==> config.mk <==
export PLATFORM = sky130hd
export DESIGN_NAME = multicycle_ctrl_flat
export DESIGN_NICKNAME = d
export VERILOG_FILES = /design/src/rtl/multicycle_ctrl_pkg.sv /design/src/rtl/multicycle_ctrl_if.sv /design/src/rtl/multicycle_ctrl_inst_class.sv /design/src/rtl/multicycle_ctrl.sv /design/src/flat_wrapper.sv
export SDC_FILE = /design/constraint.sdc
export NUM_CORES = 1
export LEC_CHECK = 0
export CORE_ASPECT_RATIO = 1.2
export CORE_UTILIZATION = 35
export CTS_BUF_LIST = sky130_fd_sc_hd__clkbuf_4 sky130_fd_sc_hd__clkbuf_8
export DETAILED_ROUTE_END_ITERATION = 16
export PLACE_DENSITY = 0.74
export SKIP_LAST_GASP = 1
export SYNTH_ARGS = -nofsm -noshare
export SYNTH_HDL_FRONTEND = slang
export SYNTH_SLANG_ARGS = --single-unit
export TNS_END_PERCENT = 30
==> constraint.sdc <==
create_clock -name clk -period 2 [get_ports clk]
set_input_delay 0.2 -clock clk [delete_from_list [all_inputs] [get_ports clk]]
set_output_delay 0.2 -clock clk [all_outputs]
set_load 0.005 [all_outputs]
==> src/rtl/multicycle_ctrl_pkg.sv <==
// rv_ctrl_pkg: shared constants and types for the RV32I multi-cycle controller.
//   - opcode encodings of the supported instruction classes
//   - controller state encoding (also exported on the debug state port)
//   - ALU operation selects
//   - instruction-class decode record and the branch-taken helper
package rv_ctrl_pkg;

  localparam logic [6:0] OP_R      = 7'b0110011;
  localparam logic [6:0] OP_I      = 7'b0010011;
  localparam logic [6:0] OP_LOAD   = 7'b0000011;
  localparam logic [6:0] OP_STORE  = 7'b0100011;
  localparam logic [6:0] OP_BRANCH = 7'b1100011;

  localparam logic [1:0] ALUOP_ADD   = 2'b00;
  localparam logic [1:0] ALUOP_SUB   = 2'b01;
  localparam logic [1:0] ALUOP_FUNCT = 2'b10;

  typedef enum logic [2:0] {
    ST_RESET  = 3'd0,
    ST_FETCH  = 3'd1,
    ST_DECODE = 3'd2,
    ST_EXEC   = 3'd3,
    ST_MEM    = 3'd4,
    ST_WB     = 3'd5,
    ST_HALT   = 3'd6
  } state_e;

  typedef struct packed {
    logic is_r;
    logic is_i;
    logic is_load;
    logic is_store;
    logic is_branch;
    logic illegal;
  } inst_class_t;

  // funct3[0] separates bne (1) from beq (0); only those two are legal.
  function automatic logic branch_taken(input logic funct3_lsb, input logic zero);
    return funct3_lsb ? ~zero : zero;
  endfunction

endpackage

==> src/rtl/multicycle_ctrl_if.sv <==
// multicycle_ctrl_if: control bundle between the multi-cycle controller and
// the RV32I datapath / shared memory port.
//   master (controller): reads inst, zero, mem_ready; drives memory request,
//                        datapath strobes/selects, debug state and sticky flags.
//   slave  (datapath/memory side): the mirror image.
interface multicycle_ctrl_if;
  logic [31:0] inst;
  logic        zero;
  logic        mem_ready;
  logic        mem_req;
  logic        mem_we;
  logic        mem_is_fetch;
  logic        ir_write;
  logic        pc_write;
  logic        pc_sel;
  logic        reg_write;
  logic        mem_to_reg;
  logic        alu_src;
  logic [1:0]  alu_op;
  logic [2:0]  state;
  logic        illegal;
  logic        timeout;

  modport master (
    input  inst, zero, mem_ready,
    output mem_req, mem_we, mem_is_fetch, ir_write, pc_write, pc_sel,
           reg_write, mem_to_reg, alu_src, alu_op, state, illegal, timeout
  );

  modport slave (
    output inst, zero, mem_ready,
    input  mem_req, mem_we, mem_is_fetch, ir_write, pc_write, pc_sel,
           reg_write, mem_to_reg, alu_src, alu_op, state, illegal, timeout
  );
endinterface

==> src/rtl/multicycle_ctrl_inst_class.sv <==
// inst_class: combinational instruction classifier.
//   opcode in  7  inst[6:0]
//   funct3 in  3  inst[14:12]
//   cls    out    one-hot class flags plus illegal (unknown opcode, or a
//                 branch other than beq/bne)
import rv_ctrl_pkg::*;

module inst_class (
  input  logic [6:0]  opcode,
  input  logic [2:0]  funct3,
  output inst_class_t cls
);

  // Opcode / funct3 classification.
  always_comb begin
    cls = '0;
    case (opcode)
      OP_R:     cls.is_r     = 1'b1;
      OP_I:     cls.is_i     = 1'b1;
      OP_LOAD:  cls.is_load  = 1'b1;
      OP_STORE: cls.is_store = 1'b1;
      OP_BRANCH: begin
        cls.is_branch = 1'b1;
        if ((funct3 == 3'b000) || (funct3 == 3'b001)) begin
          cls.illegal = 1'b0;
        end else begin
          cls.illegal = 1'b1;
        end
      end
      default:  cls.illegal  = 1'b1;
    endcase
  end

endmodule

==> src/rtl/multicycle_ctrl.sv <==
// multicycle_ctrl: multi-cycle control FSM for the RV32I datapath.
//   clk  in  core clock (rising edge)
//   rst  in  asynchronous active-low reset
//   bus  master modport: inst/zero/mem_ready in; memory request, datapath
//        strobes and selects, debug state, sticky illegal/timeout out.
// Strobes are decoded from the registered state and the live inputs so a
// memory handshake completes in the same cycle mem_ready is seen.
import rv_ctrl_pkg::*;

module multicycle_ctrl #(
  parameter int unsigned TIMEOUT_CYCLES = 16
) (
  input logic              clk,
  input logic              rst,
  multicycle_ctrl_if.master bus
);

  localparam int unsigned     CNT_W    = $clog2(TIMEOUT_CYCLES + 1);
  localparam logic [CNT_W-1:0] CNT_LAST = CNT_W'(TIMEOUT_CYCLES - 1);
  localparam logic [CNT_W-1:0] CNT_ONE  = CNT_W'(1);

  state_e           state_r, state_nxt_s;
  logic [CNT_W-1:0] cnt_r;
  logic             illegal_r, timeout_r;
  logic             set_illegal_s, set_timeout_s;
  logic             cnt_last_s;
  inst_class_t      cls_s;

  logic       mem_req_s, mem_we_s, mem_is_fetch_s, ir_write_s;
  logic       pc_write_s, pc_sel_s, reg_write_s, mem_to_reg_s, alu_src_s;
  logic [1:0] alu_op_s;

  inst_class u_inst_class (
    .opcode (bus.inst[6:0]),
    .funct3 (bus.inst[14:12]),
    .cls    (cls_s)
  );

  // The cycle in which an unanswered request would reach the limit.
  assign cnt_last_s = (cnt_r == CNT_LAST);

  // Next-state and strobe decode.
  always_comb begin
    state_nxt_s    = state_r;
    mem_req_s      = 1'b0;
    mem_we_s       = 1'b0;
    mem_is_fetch_s = 1'b0;
    ir_write_s     = 1'b0;
    pc_write_s     = 1'b0;
    pc_sel_s       = 1'b0;
    reg_write_s    = 1'b0;
    mem_to_reg_s   = 1'b0;
    alu_src_s      = 1'b0;
    alu_op_s       = ALUOP_ADD;
    set_illegal_s  = 1'b0;
    set_timeout_s  = 1'b0;
    case (state_r)
      ST_RESET: state_nxt_s = ST_FETCH;
      ST_FETCH: begin
        mem_req_s      = 1'b1;
        mem_is_fetch_s = 1'b1;
        // A response in the limit cycle still wins over the timeout.
        if (bus.mem_ready) begin
          ir_write_s  = 1'b1;
          state_nxt_s = ST_DECODE;
        end else if (cnt_last_s) begin
          set_timeout_s = 1'b1;
          state_nxt_s   = ST_HALT;
        end else begin
          state_nxt_s = ST_FETCH;
        end
      end
      ST_DECODE: begin
        if (cls_s.illegal) begin
          set_illegal_s = 1'b1;
          state_nxt_s   = ST_HALT;
        end else begin
          state_nxt_s = ST_EXEC;
        end
      end
      ST_EXEC: begin
        if (cls_s.is_r) begin
          alu_op_s    = ALUOP_FUNCT;
          state_nxt_s = ST_WB;
        end else if (cls_s.is_i) begin
          alu_src_s   = 1'b1;
          alu_op_s    = ALUOP_FUNCT;
          state_nxt_s = ST_WB;
        end else if (cls_s.is_load || cls_s.is_store) begin
          alu_src_s   = 1'b1;
          state_nxt_s = ST_MEM;
        end else if (cls_s.is_branch) begin
          alu_op_s    = ALUOP_SUB;
          pc_write_s  = 1'b1;
          pc_sel_s    = branch_taken(bus.inst[12], bus.zero);
          state_nxt_s = ST_FETCH;
        end else begin
          // IR changed under us after DECODE: stop rather than guess.
          set_illegal_s = 1'b1;
          state_nxt_s   = ST_HALT;
        end
      end
      ST_MEM: begin
        mem_req_s = 1'b1;
        alu_src_s = 1'b1;
        mem_we_s  = cls_s.is_store;
        if (bus.mem_ready) begin
          if (cls_s.is_store) begin
            // Store retires on the accepting cycle: PC advances to PC+4.
            pc_write_s  = 1'b1;
            state_nxt_s = ST_FETCH;
          end else begin
            state_nxt_s = ST_WB;
          end
        end else if (cnt_last_s) begin
          set_timeout_s = 1'b1;
          state_nxt_s   = ST_HALT;
        end else begin
          state_nxt_s = ST_MEM;
        end
      end
      ST_WB: begin
        reg_write_s  = 1'b1;
        mem_to_reg_s = cls_s.is_load;
        pc_write_s   = 1'b1;
        state_nxt_s  = ST_FETCH;
      end
      ST_HALT: state_nxt_s = ST_HALT;
      default: state_nxt_s = ST_HALT;
    endcase
  end

  // State register, handshake wait counter and sticky flags.
  always_ff @(posedge clk or negedge rst) begin
    if (!rst) begin
      state_r   <= ST_RESET;
      cnt_r     <= '0;
      illegal_r <= 1'b0;
      timeout_r <= 1'b0;
    end else begin
      state_r   <= state_nxt_s;
      illegal_r <= illegal_r | set_illegal_s;
      timeout_r <= timeout_r | set_timeout_s;
      // Any state change clears the counter, so entry to FETCH/MEM starts at 0;
      // staying in FETCH/MEM only happens while mem_ready is low.
      if (state_nxt_s != state_r) begin
        cnt_r <= '0;
      end else if ((state_r == ST_FETCH) || (state_r == ST_MEM)) begin
        cnt_r <= cnt_r + CNT_ONE;
      end else begin
        cnt_r <= cnt_r;
      end
    end
  end

  assign bus.mem_req      = mem_req_s;
  assign bus.mem_we       = mem_we_s;
  assign bus.mem_is_fetch = mem_is_fetch_s;
  assign bus.ir_write     = ir_write_s;
  assign bus.pc_write     = pc_write_s;
  assign bus.pc_sel       = pc_sel_s;
  assign bus.reg_write    = reg_write_s;
  assign bus.mem_to_reg   = mem_to_reg_s;
  assign bus.alu_src      = alu_src_s;
  assign bus.alu_op       = alu_op_s;
  assign bus.state        = state_r;
  assign bus.illegal      = illegal_r;
  assign bus.timeout      = timeout_r;

endmodule
==> src/flat_wrapper.sv <==
// flat-port wrapper written by rule: the top's interface ports become plain ports
module multicycle_ctrl_flat 
#(
  parameter int unsigned TIMEOUT_CYCLES = 16
)
  (clk, rst, bus_inst, bus_zero, bus_mem_ready, bus_mem_req, bus_mem_we, bus_mem_is_fetch, bus_ir_write, bus_pc_write, bus_pc_sel, bus_reg_write, bus_mem_to_reg, bus_alu_src, bus_alu_op, bus_state, bus_illegal, bus_timeout);
  multicycle_ctrl_if bus_i ();
  input logic clk;
  input logic rst;
  input wire logic [$bits(bus_i.inst)-1:0] bus_inst;
  input wire logic [$bits(bus_i.zero)-1:0] bus_zero;
  input wire logic [$bits(bus_i.mem_ready)-1:0] bus_mem_ready;
  output wire logic [$bits(bus_i.mem_req)-1:0] bus_mem_req;
  output wire logic [$bits(bus_i.mem_we)-1:0] bus_mem_we;
  output wire logic [$bits(bus_i.mem_is_fetch)-1:0] bus_mem_is_fetch;
  output wire logic [$bits(bus_i.ir_write)-1:0] bus_ir_write;
  output wire logic [$bits(bus_i.pc_write)-1:0] bus_pc_write;
  output wire logic [$bits(bus_i.pc_sel)-1:0] bus_pc_sel;
  output wire logic [$bits(bus_i.reg_write)-1:0] bus_reg_write;
  output wire logic [$bits(bus_i.mem_to_reg)-1:0] bus_mem_to_reg;
  output wire logic [$bits(bus_i.alu_src)-1:0] bus_alu_src;
  output wire logic [$bits(bus_i.alu_op)-1:0] bus_alu_op;
  output wire logic [$bits(bus_i.state)-1:0] bus_state;
  output wire logic [$bits(bus_i.illegal)-1:0] bus_illegal;
  output wire logic [$bits(bus_i.timeout)-1:0] bus_timeout;
  assign bus_i.inst = bus_inst;
  assign bus_i.zero = bus_zero;
  assign bus_i.mem_ready = bus_mem_ready;
  assign bus_mem_req = bus_i.mem_req;
  assign bus_mem_we = bus_i.mem_we;
  assign bus_mem_is_fetch = bus_i.mem_is_fetch;
  assign bus_ir_write = bus_i.ir_write;
  assign bus_pc_write = bus_i.pc_write;
  assign bus_pc_sel = bus_i.pc_sel;
  assign bus_reg_write = bus_i.reg_write;
  assign bus_mem_to_reg = bus_i.mem_to_reg;
  assign bus_alu_src = bus_i.alu_src;
  assign bus_alu_op = bus_i.alu_op;
  assign bus_state = bus_i.state;
  assign bus_illegal = bus_i.illegal;
  assign bus_timeout = bus_i.timeout;
  multicycle_ctrl #(.TIMEOUT_CYCLES(TIMEOUT_CYCLES)) u_core (.clk(clk), .rst(rst), .bus(bus_i));
endmodule
Figure 1. Pin placement (run 1).
Pins as bars across the die edge, other pins in gray.
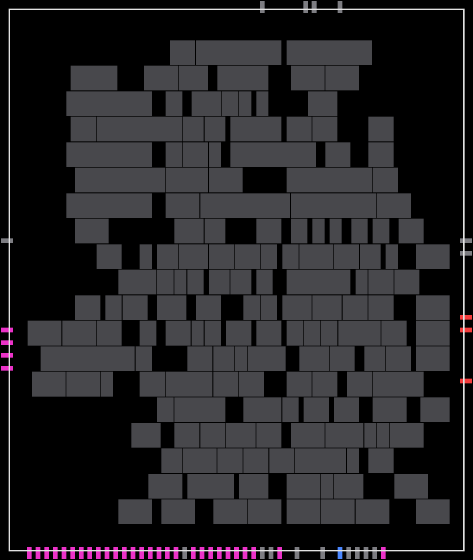
- blue: bus_pc_write (pins 1; direction output; edge bottom)
- red: bus_state (pins 3; direction output; edge right)
- magenta: bus_inst (pins 32; direction input; edge 28 bottom, 4 left)
- all pins by edge: 38 bottom, 5 left, 5 right, 4 top

Figure 2. Wiring by layer (run 1).
Two of the layers only.
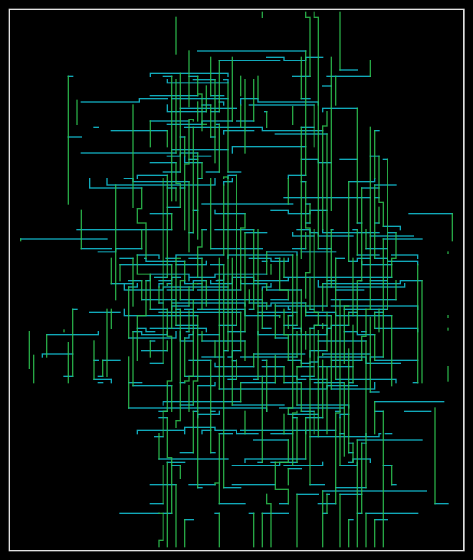
- cyan: M1 (wire length 1080 um)
- green: M2 (wire length 1400 um)

==> flow_metrics.py, run 1 <==
# Auto-generated metrics
metrics = {
    "die": {
        "ioPinCount": 52,
        "die_h_um": 57.58,
        "fp-utilization_pct": 38.28,
        "rows": 19,
        "die_area_mm2": 0.002782,
        "core_area_mm2": 0.002354,
    },
    "critical_path": {
        "rr_endpoint": "u_core.cnt_r[4]",
        "r2r_cells": 7,
        "worstSetupStartpoint": "bus_inst[2]",
        "cp-end-kind": "output port",
        "cp-start-kind": "input port",
        "cp.arrival_ps": 1830,
        "path_class": "input port to output port",
        "r2r_setup_slack_ps": -10,
        "cp-endpoint": "bus_mem_we",
    },
    "final_timing": {
        "timing_hold_violations_final": 0,
        "skew_ps": 10.25,
        "whs_ps": 239.6,
        "rsz0062_at_grt": "yes",
        "fmax_mhz": 492.4,
        "final.min_clock_period_ps": 2031,
        "post-route-period-util_pct": 101.5,
        "setup_viol": 4,
        "tightest_slew_ps": 555.6,
        "layout_setup_ws_ps": -30.74,
    },
    "clocking": {
        "path_clk_slew_ps": 70,
        "hold_buffers": 0,
        "cts.sinks": 10,
        "clock_latency_ps": 260,
    },
    "detailed_routing": {
        "wl_per_cell_um": 13.28,
        "via_count": 1020,
        "ant_nets": 0,
        "drcViolationCount": 0,
        "drt_wl_total_um": 2603,
    },
    "flow_run": {
        "cap_violations": 0,
    },
    "synth": {
        "syn_area_um2": 900.9,
        "syn_area_per_cell_um2": 8.746,
        "ys_cells": 103,
        "async_flop_share_pct": 100.0,
        "yosys-top-cells-area": "dfrtp_1 28%, o21ai_0 4.4%, nor3_1 3.9%, buf_6 3.7%, nand4bb_4 3.1%",
        "synthFlopType": "dfrtp_1",
        "synth.most_common_cell": "dfrtp_1",
        "top_area_share_pct": 27.78,
        "synth_cells": 103,
    },
    "power": {
        "ir_drop_mv": 0.8276,
        "power_w": 0.001320,
        "leakagePower_nw": 0.6627,
    },
    "global_routing": {
        "use_met2_pct": 33.40,
        "grt_use_met3_pct": 3.467,
        "gr-total-overflow": 0,
        "grt_max_degree": 12,
        "met1_usage_pct": 22.99,
        "grt_pass1_wl_um": 4153,
        "grt_usage_pct": 18.67,
        "grt_most_used_layer": "met2",
        "antenna_found_initial": 0,
    },
    "run_status": {
        "violations": "setup timing",
        "run_status": "complete, but fails checks",
    },
    "place": {
        "post-place-ws_ps": -102.8,
        "placed_area_mm2": 0.001385,
        "place_inst": 184,
        "gp_congestion": 0.8578,
    },
    "finish": {
        "diodes": 0,
        "nets": 204,
        "fin_area_mm2": 0.001553,
    },
}
Figure 3. Clock nets (run 1).
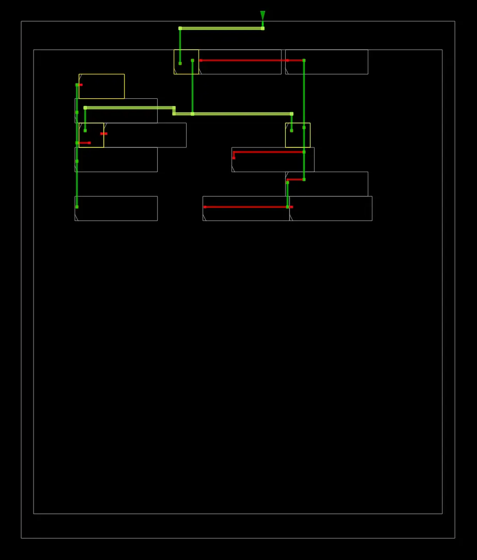
CTS Buf Count: 3
num sequential: 10

Figure 4. Logic cells by family (run 1).
Bar = 10 um.
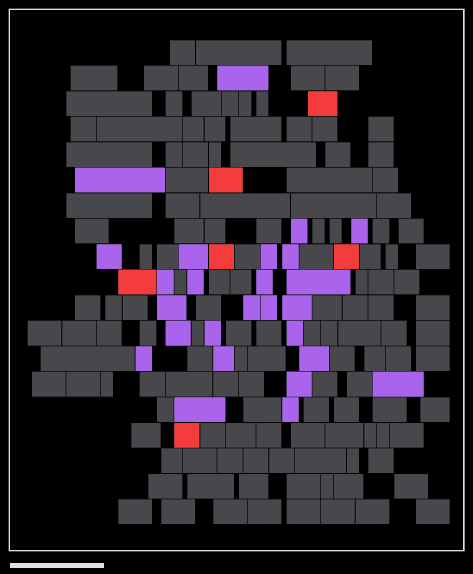
- red: non-inverting ao/oa cells (cells 6; most used o21a_1)
- purple: aoi and oai cells (cells 26; most used o21ai_0; where center)

[run 1: report_power, final]
group,internal [W],switching (W)
sequential,0.000262,0.0000506
clock,0.000110,0.0000656
combinational,0.000440,0.000391
[run 1: worst max-delay path: stages]
cell and delay, ps:
clkdlybuf4s50_1 420, nand4bb_4 290, nor2_4 140, and3_4 190, buf_4 90, clkdlybuf4s50_1 490
[run 1: state kept, by name, indices dropped and copies added (netlist names)]
signal / count
u_core.cnt_r: 5
u_core.bus.timeout: 1
u_core.bus.illegal: 1
u_core.bus.state: 3
[run 1: cells by family after synthesis]
| group | synth area share (%) |
|---|---|
| buffers and inverters | 7.221 |
| flip-flops | 27.78 |
| AND/OR/NAND/NOR | 30.00 |
| XOR/XNOR | 3.890 |
| AND-OR/OR-AND | 27.22 |
| adder cells (fa/ha/maj) | 2.777 |
| multiplexers | 1.111 |
[run 1: layout make-up]
type	count	area (um2)
Clock buffer	4	36.28
Multi-Input combinational cell	82	660.6
Sequential cell	10	251.5
Tap cell	31	38.79
Inverter	6	22.52
Fill cell	179	800.8
Timing Repair Buffer	63	543.0
[run 1: routing by layer]
layer  vias up  wire (um)
met5         -          0
met4         0          0
met3         0        115
met2        31       1404
met1       483       1083
li1        506          -
[run 1: cell usage in the layout (no fill, tap or decap), types with 3 or more instances in the layout]
cell type,n
buf_4,34
clkdlybuf4s50_1,27
dfrtp_1,9
o21ai_0,7
inv_1,6
nor3_1,6
nor2_1,5
nand2_1,5
a21oi_1,4
nor2b_1,3
nand3_1,3
clkbuf_4,3
[run 1: what timing repair did]
| item | 4_1_cts | 5_1_grt |
|---|---|---|
| gates resized | 13 | 6 |
| buffers inserted | 7 | 1 |
| setup endpoints to repair | 12 | 13 |
| pin swaps | 2 | 3 |
Figure 5. Sequential cells colored by netlist name (run 1).
Bar = 10 um. Other sequential cells in the stronger gray, the rest of the logic in the fainter gray.
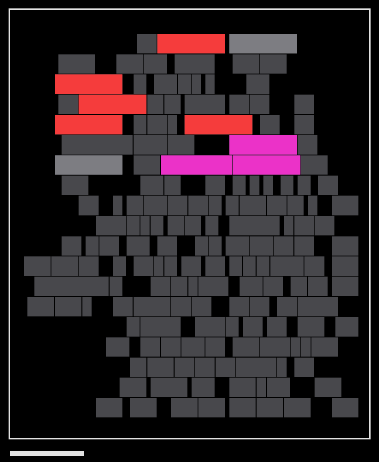

==> run 2: changes to the inputs <==
--- a/config.mk
+++ b/config.mk
@@ -5,11 +5,12 @@
 export SDC_FILE = /design/constraint.sdc
 export NUM_CORES = 1
 export LEC_CHECK = 0
-export CORE_ASPECT_RATIO = 1.2
-export CORE_UTILIZATION = 35
+export CELL_PAD_IN_SITES_DETAIL_PLACEMENT = 1
+export CELL_PAD_IN_SITES_GLOBAL_PLACEMENT = 2
+export CORE_UTILIZATION = 19
 export CTS_BUF_LIST = sky130_fd_sc_hd__clkbuf_4 sky130_fd_sc_hd__clkbuf_8
 export DETAILED_ROUTE_END_ITERATION = 16
-export PLACE_DENSITY = 0.74
+export PLACE_DENSITY = 0.75
 export SKIP_LAST_GASP = 1
 export SYNTH_ARGS = -nofsm -noshare
 export SYNTH_HDL_FRONTEND = slang
Figure 6. Sequential cells colored by netlist name (run 2).
Bar = 20 um. Other sequential cells in the stronger gray, the rest of the logic in the fainter gray.
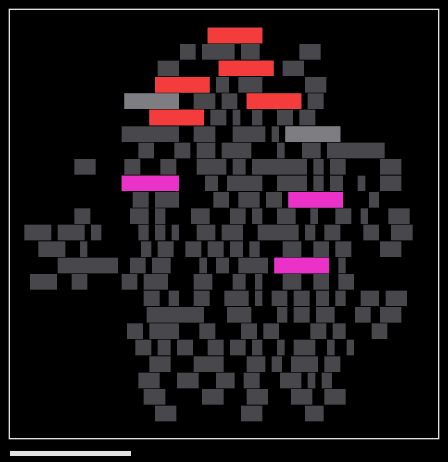
- magenta: u_core.bus.state (placed flops 3)
- red: u_core.cnt_r (placed flops 5; where top center)
- not colored: 2

Figure 7. Pin placement (run 2).
Pins as bars across the die edge, other pins in gray.
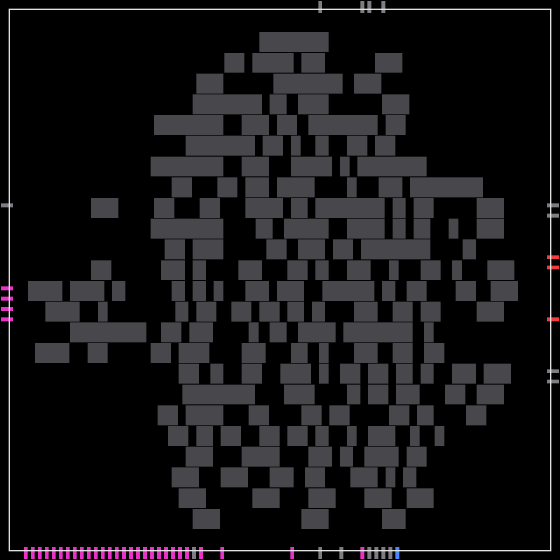
- magenta: bus_inst (pins 32; direction input; edge 28 bottom, 4 left)
- blue: bus_pc_write (pins 1; direction output; edge bottom)
- red: bus_state (pins 3; direction output; edge right)
- all pins by edge: 36 bottom, 7 right, 5 left, 4 top

==> flow_metrics.py, run 2 <==
# Auto-generated metrics
metrics = {
    "run_status": {
        "run_status": "complete, but fails checks",
        "violations": "setup timing",
    },
    "power": {
        "p_switching_w": 0.0005948,
        "sw_frac_of_total_pct": 39.42,
        "top_power_group": "combinational logic",
        "power_combinational_w": 0.000921,
        "pwr-share-seq_pct": 21.6,
        "clkPwrFrac_pct": 17.3,
        "pwr-share-comb_pct": 61.1,
        "p_per_area_mw_per_mm2": 887.4,
        "ir_drop_mv": 0.2582,
        "p_clk_w": 0.000261,
        "seq_cell_power_w": 0.000326,
        "power_w": 0.001509,
        "p_int_w": 0.0009141,
        "leakagePower_nw": 0.7605,
    },
    "synth": {
        "synthDistinctLibCells": 46,
        "yosys_area_um2": 900.9,
        "netlist_top_cells_count": "10 x dfrtp_1, 8 x o21ai_0, 7 x nor2_1, 7 x nor3_1",
        "yosys-top-cells-area": "dfrtp_1 28%, o21ai_0 4.4%, nor3_1 3.9%, buf_6 3.7%, nand4bb_4 3.1%",
        "async_flop_share_pct": 100.0,
        "ys_warn_count": 0,
        "ys_seq_share_pct": 27.78,
        "syn_area_per_cell_um2": 8.746,
        "top_area_share_pct": 27.78,
        "synthFlopType": "dfrtp_1",
        "synth.most_common_cell": "dfrtp_1",
        "ys_seq_elements": 10,
        "synth_cells": 103,
        "syn_area_um2": 900.9,
        "synthesis.nets": 141,
        "largest_area_cell": "dfrtp_1",
        "edf_count": 0,
        "ys_cells": 103,
    },
    "place": {
        "port_buffers": 29,
        "place_inst": 207,
        "placed_area_mm2": 0.001426,
        "post-place-ws_ps": -200.3,
        "dp_hpwl_um": 2394,
        "gp_congestion": 0.9340,
    },
    "final_timing": {
        "setup_viol": 10,
        "tns_ps": -533.8,
        "tightest_slew_ps": 589.6,
        "skew_ps": 1.733,
        "post-route-period-util_pct": 105.1,
        "layout_setup_ws_ps": -102.2,
        "fmax_mhz": 475.7,
        "whs_ps": 279.3,
        "final.min_clock_period_ps": 2102,
        "timing_hold_violations_final": 0,
        "max_slew_margin_pct": 60.39,
        "drv_slew": 0,
        "rsz0062_at_grt": "yes",
    },
    "clocking": {
        "path_clk_slew_ps": 50,
        "cts_buffer_depth": 2,
        "hold_buffers": 0,
        "numCtsBuffers": 3,
        "htree_levels": 1,
        "cts.sinks": 10,
        "clockRootBuffer": "clkbuf_8",
        "cts_tree": "yes",
        "clock_latency_ps": 240,
    },
    "detailed_routing": {
        "via_count": 1066,
        "ant_nets": 0,
        "dr.pass1.iters": 6,
        "drcViolationCount": 0,
        "drtIter0Drc": 39,
        "wl_per_cell_um": 15.16,
        "drt_wl_total_um": 3366,
        "via_per_inst": 4.802,
    },
    "global_routing": {
        "antenna_found_initial": 0,
        "gr-total-overflow": 0,
        "grt_max_degree": 12,
        "grt_pass1_vias": 1161,
        "grt_usage_pct": 13.33,
        "grt_pass1_wl_um": 5382,
    },
    "critical_path": {
        "r2r_setup_slack_ps": -100,
        "worst-path-max-fanout": 5,
        "critPathSlowestCell": "a311oi_4",
        "cpLargestDelayFamily": "AND-OR/OR-AND gates",
        "r2r_cells": 8,
        "crit_chain": "ha_2 -> and3_4 -> ha_4 -> o21bai_4 -> o221ai_4 -> o21ai_2 -> a311oi_4 -> nor3_2",
        "cp_num_buf_inv": 0,
        "cp-end-kind": "flip-flop",
        "timing.rr.start": "u_core.cnt_r[1]",
        "path_class": "flip-flop to flip-flop",
        "rr_endpoint": "u_core.cnt_r[3]",
        "max_stage_delay_ps": 520,
        "cp-start-kind": "flip-flop",
        "cp.arrival_ps": 2200,
        "cp.required_ps": 2100,
    },
    "die": {
        "die_x_um": 70.86,
        "die_area_mm2": 0.005020,
        "core_area_mm2": 0.004444,
        "die_h_um": 70.86,
        "rows": 24,
        "fp-utilization_pct": 20.27,
        "ioPinCount": 52,
    },
    "finish": {
        "n_fill_cell": 533,
        "final_cell_mix": "38 x buf_4, 23 x clkdlybuf4s50_1, 9 x dfrtp_1, 6 x inv_1",
        "diodes": 0,
        "seq_area_um2": 251.5,
        "finalCoreUtilization_pct": 38.26,
        "instances_no_fill": 222,
        "syn_to_final_growth_pct": 88.75,
        "largest_reg_flops": 5,
        "comb_area_um2": 708.2,
        "fin_area_mm2": 0.001700,
        "nets": 209,
        "regMostFlops": "u_core.cnt_r",
        "post_route_cells_drive_above_1_share_pct": 41.18,
        "layout_top_cell": "buf_4",
    },
    "hold_path": {
        "hold_class": "input port to async pin",
    },
    "flow_run": {
        "cap_violations": 0,
        "warnings": 50,
    },
}
Figure 8. Wiring by layer (run 2).
Two of the layers only.
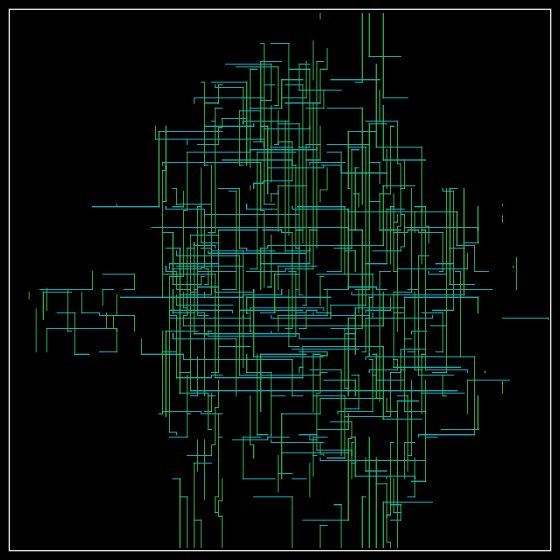
- green: M2 (wire length 1880 um)
- cyan: M1 (wire length 1380 um)

run 2: area by class of cell:
| cell class | instances | share of cell area, % |
|---|---|---|
| Multi-Input combinational cell | 82 | 41.65 |
| Clock buffer | 4 | 3.238 |
| Tap cell | 52 | 3.826 |
| Inverter | 6 | 1.325 |
| Sequential cell | 10 | 14.79 |
| Timing Repair Buffer | 68 | 35.17 |
run 2: logic make-up after synthesis:
kind of cell	Yosys count	share of synthesized area, %
xor gates and xnor gates	4	3.890
buffers and inverters	11	7.221
and+or+nand+nor	43	30.00
AOI/OAI and AO/OA	32	27.22
adders and majority gates	2	2.777
DFF	10	27.78
muxes	1	1.111
run 2: worst max-delay path by stage:
| stage | startpoint | slack (ps) | end | cells past startpoint |
|---|---|---|---|---|
| 2_1_floorplan | u_core.cnt_r[0] | 110 | u_core.cnt_r[4] | 8 |
| 3_3_place_gp | bus_inst[5] | -150 | bus_pc_write | 6 |
| 3_5_place_dp | bus_inst[6] | -200 | u_core.cnt_r[2] | 7 |
| 4_1_cts | u_core.bus.state[2] | -100 | bus_pc_sel | 6 |
| 5_1_grt | u_core.cnt_r[1] | -190 | u_core.cnt_r[3] | 8 |
| 6_report | u_core.cnt_r[1] | -100 | u_core.cnt_r[3] | 8 |
run 2: metal layers:
layer / up-vias / wire [um] / track usage, %
li1: 518 / - / -
met4: 0 / 34 / 3.333
met2: 18 / 1879 / 26.28
met3: 4 / 75 / 0.7123
met5: - / 0 / 0
met1: 526 / 1376 / 15.56
run 2: timing repair:
action                                 CTS  global route
endpoints found under the hold margin    0             0
pin swaps                                5             8
gates resized                           16            17
gates cloned                             0             0
setup endpoints to repair               12            14
buffers inserted                         7             4
Power is estimated from default activity; no workload was simulated.
